### Sizing map

Scale: 4 px per um.
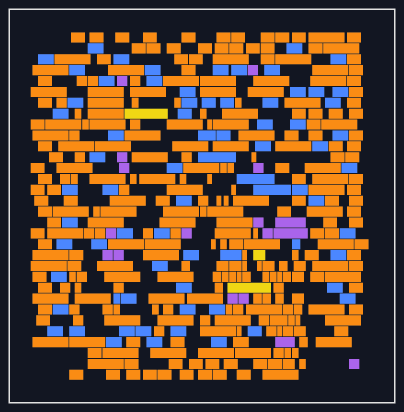
### Zoomed window

Region (36, 36) to (61, 61) um. Cells in gray, sequential cells in the stronger gray; small squares are vias.
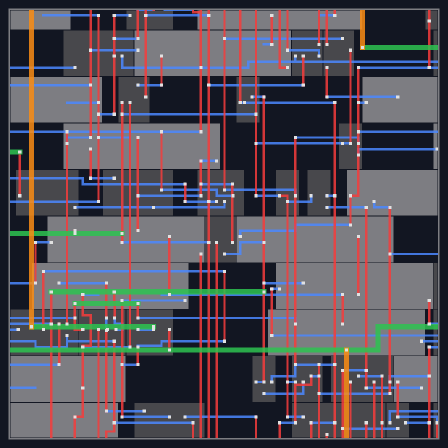
===== src/rtl/dcj11_bus_master.sv =====
// DCJ11-style bus cycle sequencer: multiplexed DAL address (low/high word),
// then a read or write data phase with NXM abort, then one recovery cycle.
module dcj11_bus_master #(
  parameter int unsigned ADDR_CYC = 2,
  parameter int unsigned DATA_CYC = 3
) (
  input  logic        clk,
  input  logic        rst_n,
  input  logic        req,
  input  logic [3:0]  req_aio,
  input  logic [1:0]  req_bs,
  input  logic [21:0] req_addr,
  input  logic [15:0] req_wdata,
  output logic        busy,
  output logic        done,
  output logic [15:0] rdata,
  output logic        nxm_err,
  output logic [15:0] dal_out,
  output logic        dal_oe,
  input  logic [15:0] dal_in,
  output logic        ale_n,
  output logic        sctl_n,
  output logic        bufctl_n,
  input  logic        nxm_n,
  output logic [2:0]  dbg_state
);

  // Handshake: req is sampled only while IDLE. busy rises the cycle after
  // acceptance and stays high through RECOVER, where done pulses for one
  // cycle with nxm_err/rdata valid; requests seen while busy are dropped.

  localparam logic [2:0] S_IDLE    = 3'd0;
  localparam logic [2:0] S_ADDR_LO = 3'd1;
  localparam logic [2:0] S_ADDR_HI = 3'd2;
  localparam logic [2:0] S_DATA_RD = 3'd3;
  localparam logic [2:0] S_DATA_WR = 3'd4;
  localparam logic [2:0] S_RECOVER = 3'd5;

  localparam logic [3:0] ADDR_LD = 4'(ADDR_CYC - 1);
  localparam logic [3:0] DATA_LD = 4'(DATA_CYC - 1);

  logic [2:0]  state_q, state_d;
  logic [3:0]  cnt_q, cnt_d;
  logic [3:0]  aio_q, aio_d;
  logic [1:0]  bs_q, bs_d;
  logic [21:0] addr_q, addr_d;
  logic [15:0] wdata_q, wdata_d;
  logic [15:0] rdata_q, rdata_d;
  logic        nxm_err_q, nxm_err_d;
  logic        busy_q, busy_d;
  logic        done_q, done_d;
  logic [15:0] dal_out_q, dal_out_d;
  logic        dal_oe_q, dal_oe_d;
  logic        ale_n_q, ale_n_d;
  logic        sctl_n_q, sctl_n_d;
  logic        bufctl_n_q, bufctl_n_d;
  logic [15:0] hi_word;

  // Next state, counter and captured transaction fields.
  always_comb begin
    state_d   = state_q;
    cnt_d     = cnt_q;
    aio_d     = aio_q;
    bs_d      = bs_q;
    addr_d    = addr_q;
    wdata_d   = wdata_q;
    rdata_d   = rdata_q;
    nxm_err_d = nxm_err_q;
    case (state_q)
      S_IDLE: begin
        if (req) begin
          aio_d   = req_aio;
          bs_d    = req_bs;
          addr_d  = req_addr;
          wdata_d = req_wdata;
          state_d = S_ADDR_LO;
          cnt_d   = ADDR_LD;
        end
      end
      S_ADDR_LO: begin
        if (cnt_q == 4'd0) begin
          state_d = S_ADDR_HI;
          cnt_d   = ADDR_LD;
        end else begin
          cnt_d = cnt_q - 4'd1;
        end
      end
      S_ADDR_HI: begin
        if (cnt_q == 4'd0) begin
          if (aio_q == 4'b1111) begin
            state_d   = S_RECOVER;
            cnt_d     = 4'd0;
            nxm_err_d = 1'b0;
          end else begin
            state_d = aio_q[3] ? S_DATA_RD : S_DATA_WR;
            cnt_d   = DATA_LD;
          end
        end else begin
          cnt_d = cnt_q - 4'd1;
        end
      end
      S_DATA_RD, S_DATA_WR: begin
        if (!nxm_n) begin
          // Abort leaves rdata untouched even on the last data cycle.
          state_d   = S_RECOVER;
          cnt_d     = 4'd0;
          nxm_err_d = 1'b1;
        end else if (cnt_q == 4'd0) begin
          state_d   = S_RECOVER;
          nxm_err_d = 1'b0;
          if (state_q == S_DATA_RD) rdata_d = dal_in;
        end else begin
          cnt_d = cnt_q - 4'd1;
        end
      end
      S_RECOVER: begin
        state_d = S_IDLE;
        cnt_d   = 4'd0;
      end
      default: begin
        state_d = S_IDLE;
        cnt_d   = 4'd0;
      end
    endcase
  end

  always_comb begin
    hi_word        = '0;
    hi_word[1]     = aio_d[3];
    hi_word[15]    = aio_d[2];
    hi_word[14]    = aio_d[1];
    hi_word[13]    = aio_d[0];
    hi_word[6]     = bs_d[0];
    hi_word[7]     = bs_d[1];
    hi_word[8]     = addr_d[21];
    hi_word[0]     = addr_d[20];
    hi_word[9]     = addr_d[19];
    hi_word[12:10] = addr_d[18:16];
  end

  // Pin values are decoded from the next state and registered, so the
  // strobes come straight off flops and never glitch.
  always_comb begin
    busy_d     = (state_d != S_IDLE);
    done_d     = (state_d == S_RECOVER);
    ale_n_d    = 1'b1;
    sctl_n_d   = 1'b1;
    bufctl_n_d = 1'b1;
    dal_oe_d   = 1'b0;
    dal_out_d  = '0;
    case (state_d)
      S_ADDR_LO: begin
        ale_n_d   = 1'b0;
        dal_oe_d  = 1'b1;
        dal_out_d = addr_d[15:0];
      end
      S_ADDR_HI: begin
        ale_n_d   = 1'b0;
        dal_oe_d  = 1'b1;
        dal_out_d = hi_word;
      end
      S_DATA_RD: begin
        ale_n_d    = 1'b0;
        sctl_n_d   = 1'b0;
        bufctl_n_d = 1'b0;
      end
      S_DATA_WR: begin
        ale_n_d   = 1'b0;
        sctl_n_d  = 1'b0;
        dal_oe_d  = 1'b1;
        dal_out_d = wdata_d;
      end
      default: ;
    endcase
  end

  always_ff @(posedge clk or negedge rst_n) begin
    if (!rst_n) begin
      state_q    <= S_IDLE;
      cnt_q      <= 4'd0;
      aio_q      <= '0;
      bs_q       <= '0;
      addr_q     <= '0;
      wdata_q    <= '0;
      rdata_q    <= '0;
      nxm_err_q  <= 1'b0;
      busy_q     <= 1'b0;
      done_q     <= 1'b0;
      dal_out_q  <= '0;
      dal_oe_q   <= 1'b0;
      ale_n_q    <= 1'b1;
      sctl_n_q   <= 1'b1;
      bufctl_n_q <= 1'b1;
    end else begin
      state_q    <= state_d;
      cnt_q      <= cnt_d;
      aio_q      <= aio_d;
      bs_q       <= bs_d;
      addr_q     <= addr_d;
      wdata_q    <= wdata_d;
      rdata_q    <= rdata_d;
      nxm_err_q  <= nxm_err_d;
      busy_q     <= busy_d;
      done_q     <= done_d;
      dal_out_q  <= dal_out_d;
      dal_oe_q   <= dal_oe_d;
      ale_n_q    <= ale_n_d;
      sctl_n_q   <= sctl_n_d;
      bufctl_n_q <= bufctl_n_d;
    end
  end

  assign busy      = busy_q;
  assign done      = done_q;
  assign rdata     = rdata_q;
  assign nxm_err   = nxm_err_q;
  assign dal_out   = dal_out_q;
  assign dal_oe    = dal_oe_q;
  assign ale_n     = ale_n_q;
  assign sctl_n    = sctl_n_q;
  assign bufctl_n  = bufctl_n_q;
  assign dbg_state = state_q;

endmodule


===== config.mk =====
export PLATFORM = sky130hd
export DESIGN_NAME = dcj11_bus_master
export DESIGN_NICKNAME = d
export VERILOG_FILES = /design/src/rtl/dcj11_bus_master.sv
export SDC_FILE = /design/constraint.sdc
export NUM_CORES = 1
export LEC_CHECK = 0
export CAP_MARGIN = 10
export CORE_AREA = 5 5 91 93
export CTS_BUF_LIST = sky130_fd_sc_hd__clkbuf_4
export CTS_CLUSTER_SIZE = 30
export DETAILED_ROUTE_END_ITERATION = 8
export DIE_AREA = 0 0 96 98
export PLACE_DENSITY_LB_ADDON = 0.1
export SYNTH_ARGS = -nofsm -noshare
export SYNTH_HDL_FRONTEND = slang
export SYNTH_SLANG_ARGS = --single-unit

===== constraint.sdc =====
create_clock -name clk -period 6 [get_ports clk]
set_input_delay 1.2 -clock clk [delete_from_list [all_inputs] [get_ports clk]]
set_output_delay 1.2 -clock clk [all_outputs]
set_load 0.02 [all_outputs]

==> impl_metrics.ini <==
; yosys + openroad results
[route]
wl_per_cell_um = 17.1
vias = 2612
wl_um = 8240
top_layer = met4
wl_met2_um = 3910
vias_per_cell = 5.42
met3WireLength_um = 686
detail-route-antenna-nets = 0
drc = 0
initialDrtViolationCount = 132
met1Wirelength_um = 3540

[cells_and_area]
mostFrequentLayoutCell = clkdlybuf4s50_1
final_util = 0.675
instances_no_fill = 482
clkCellAreaFrac = 0.0319
antenna_cells = 0
area_delta_synth_final_pct = 33.4
largest_reg_flops = 22
buffers = 107
n_fill_cell = 580
sh_seq_area = 0.449
clkbuf_count = 11
inverters = 7
most-common-layout-cells = clkdlybuf4s50_1 (104), dfrtp_1 (87), mux2_2 (60)
comb_area_um2 = 1390
drive_above_1_share = 0.242
final_cell_area_um2 = 5030
regMostFlops = addr_q
nNetsFinal = 440
layout.area.seq_um2 = 2260
largest_cell_class = flip-flops and latches
seq_cells = 90

[floorplanning]
chipArea_um2 = 9410
core_area_um2 = 7450
initCoreUtil = 0.506
die_x_um = 96
dieHeight_um = 98
row_count = 32
well_tap_count = 102

[clock_tree]
cts_buffer_depth = 2
cts.reportedPaths.clkPinSlew_ns = 0.14
numCtsBuffers = 9
clk_latency_ns = 0.43
cts-root-buf = clkbuf_4
cts_tree = done
h-tree-depth = 3
cts_hold_buf = 0
cts_sinks = 90

[worst_setup_path]
r2r_slack_ns = 3.04
crit_end = dal_out[5]
ff2ff_path_depth = 7
cpPeakStageDelay_ns = 0.62
path_cells = clkdlybuf4s50_1, nor4b_4, buf_4, a41oi_1, o221ai_2, nor2_1, a21bo_2
crit_cells = 7
cp.arrival_ns = 3.59
critical_path_class = in2reg
cp_max_fo = 62
reg2reg_from = cnt_q[0]
cp-end-kind = flip-flop
reg2reg_to = dal_out[5]
worst_path_max_delay_cell = buf_4
crit_path_start_kind = input pin

[synth]
syn_area_per_cell_um2 = 13.7
top_cell = dfrtp_1
syn-cell-area_um2 = 3770
async_flop_share = 1.00
syn_inst = 274
synthMuxAreaShare = 0.179
yosysChipArea_um2 = 3770
area_leaders = dfrtp_1 (58%), mux2_2 (18%), a22oi_1 (4.8%)
numSynthFlops = 90
yosys_warnings = 0
ys_cells = 274
topCombFamilyByArea = multiplexers
ys_sh_xor = 0
ys.flop_type = dfrtp_1
synth-simple-area-share = 0.0511
adder_share = 0.00332
netlist-cell-type-count = 46
top_cell_area_share = 0.578
yosysSeqAreaShare = 0.599
edf_count = 0

[power_and_ir_drop]
pg_comb_mw = 1.31
pg_clk_mw = 0.375
power_leakage_nw = 2.10
seqPwrFrac = 0.383
p_int_mw = 1.74
total_power_mw = 2.74
p_comb_frac = 0.480
power_leader = combinational cells
clock_power_share = 0.137
sw_frac_of_total = 0.365
pg_seq_mw = 1.05
p_sw_mw = 0.999

[final_timing]
min_period_ns = 3.27
skew_ns = 0.0203
hold_viol = 0
drv_slew = 0
whs_ns = 0.507
setup_violations = 0
worst_pin_slew_ns = 1.11
rsz0062_at_grt = false
clock.fmax_ghz = 0.306
postLayoutSetupSlackWorst_ns = 2.73
max_slew_margin = 0.262

[global_routing]
gr-usage-all-layers = 0.184
grt_pass1_wl_um = 13400
grt_use_met3 = 0.0601
grt.overflow.total = 0
grt_pass1_vias = 2718
grt_use_met2 = 0.286
use_met1 = 0.242
grt_antenna_before_repair = 0

[min_path]
whs_endpoint = nxm_err
hold_path.class = reg2reg

[flow_run]
warnings = 26

[run_status]
status = finished clean

[placement]
dp_hpwl_um = 5610
dp_cells = 466
routabilityCongestion = 0.809
io_buffers = 105
dp_slack_ns = 2.27
dpl_cell_area_um2 = 4870
About 'Sizing map':
size	color	cells	most used
_3 and _4 cells	purple	17	clkbuf_4
_0 and _1 cells	orange	288	clkdlybuf4s50_1
_6 and larger	yellow	3	bufinv_16
_2 cells	blue	72	mux2_2

About 'Zoomed window':
layer	color
metal 2	red
metal 1	blue
metal 3	green
metal 4	orange
netlist names of flops here include	dbg_state (3), addr_q (2), dal_out (2)
sequential cells in the window	11
most frequent	dfrtp_1 (11), mux2_2 (4), o21ai_0 (4)
cells with their middle in the window	32

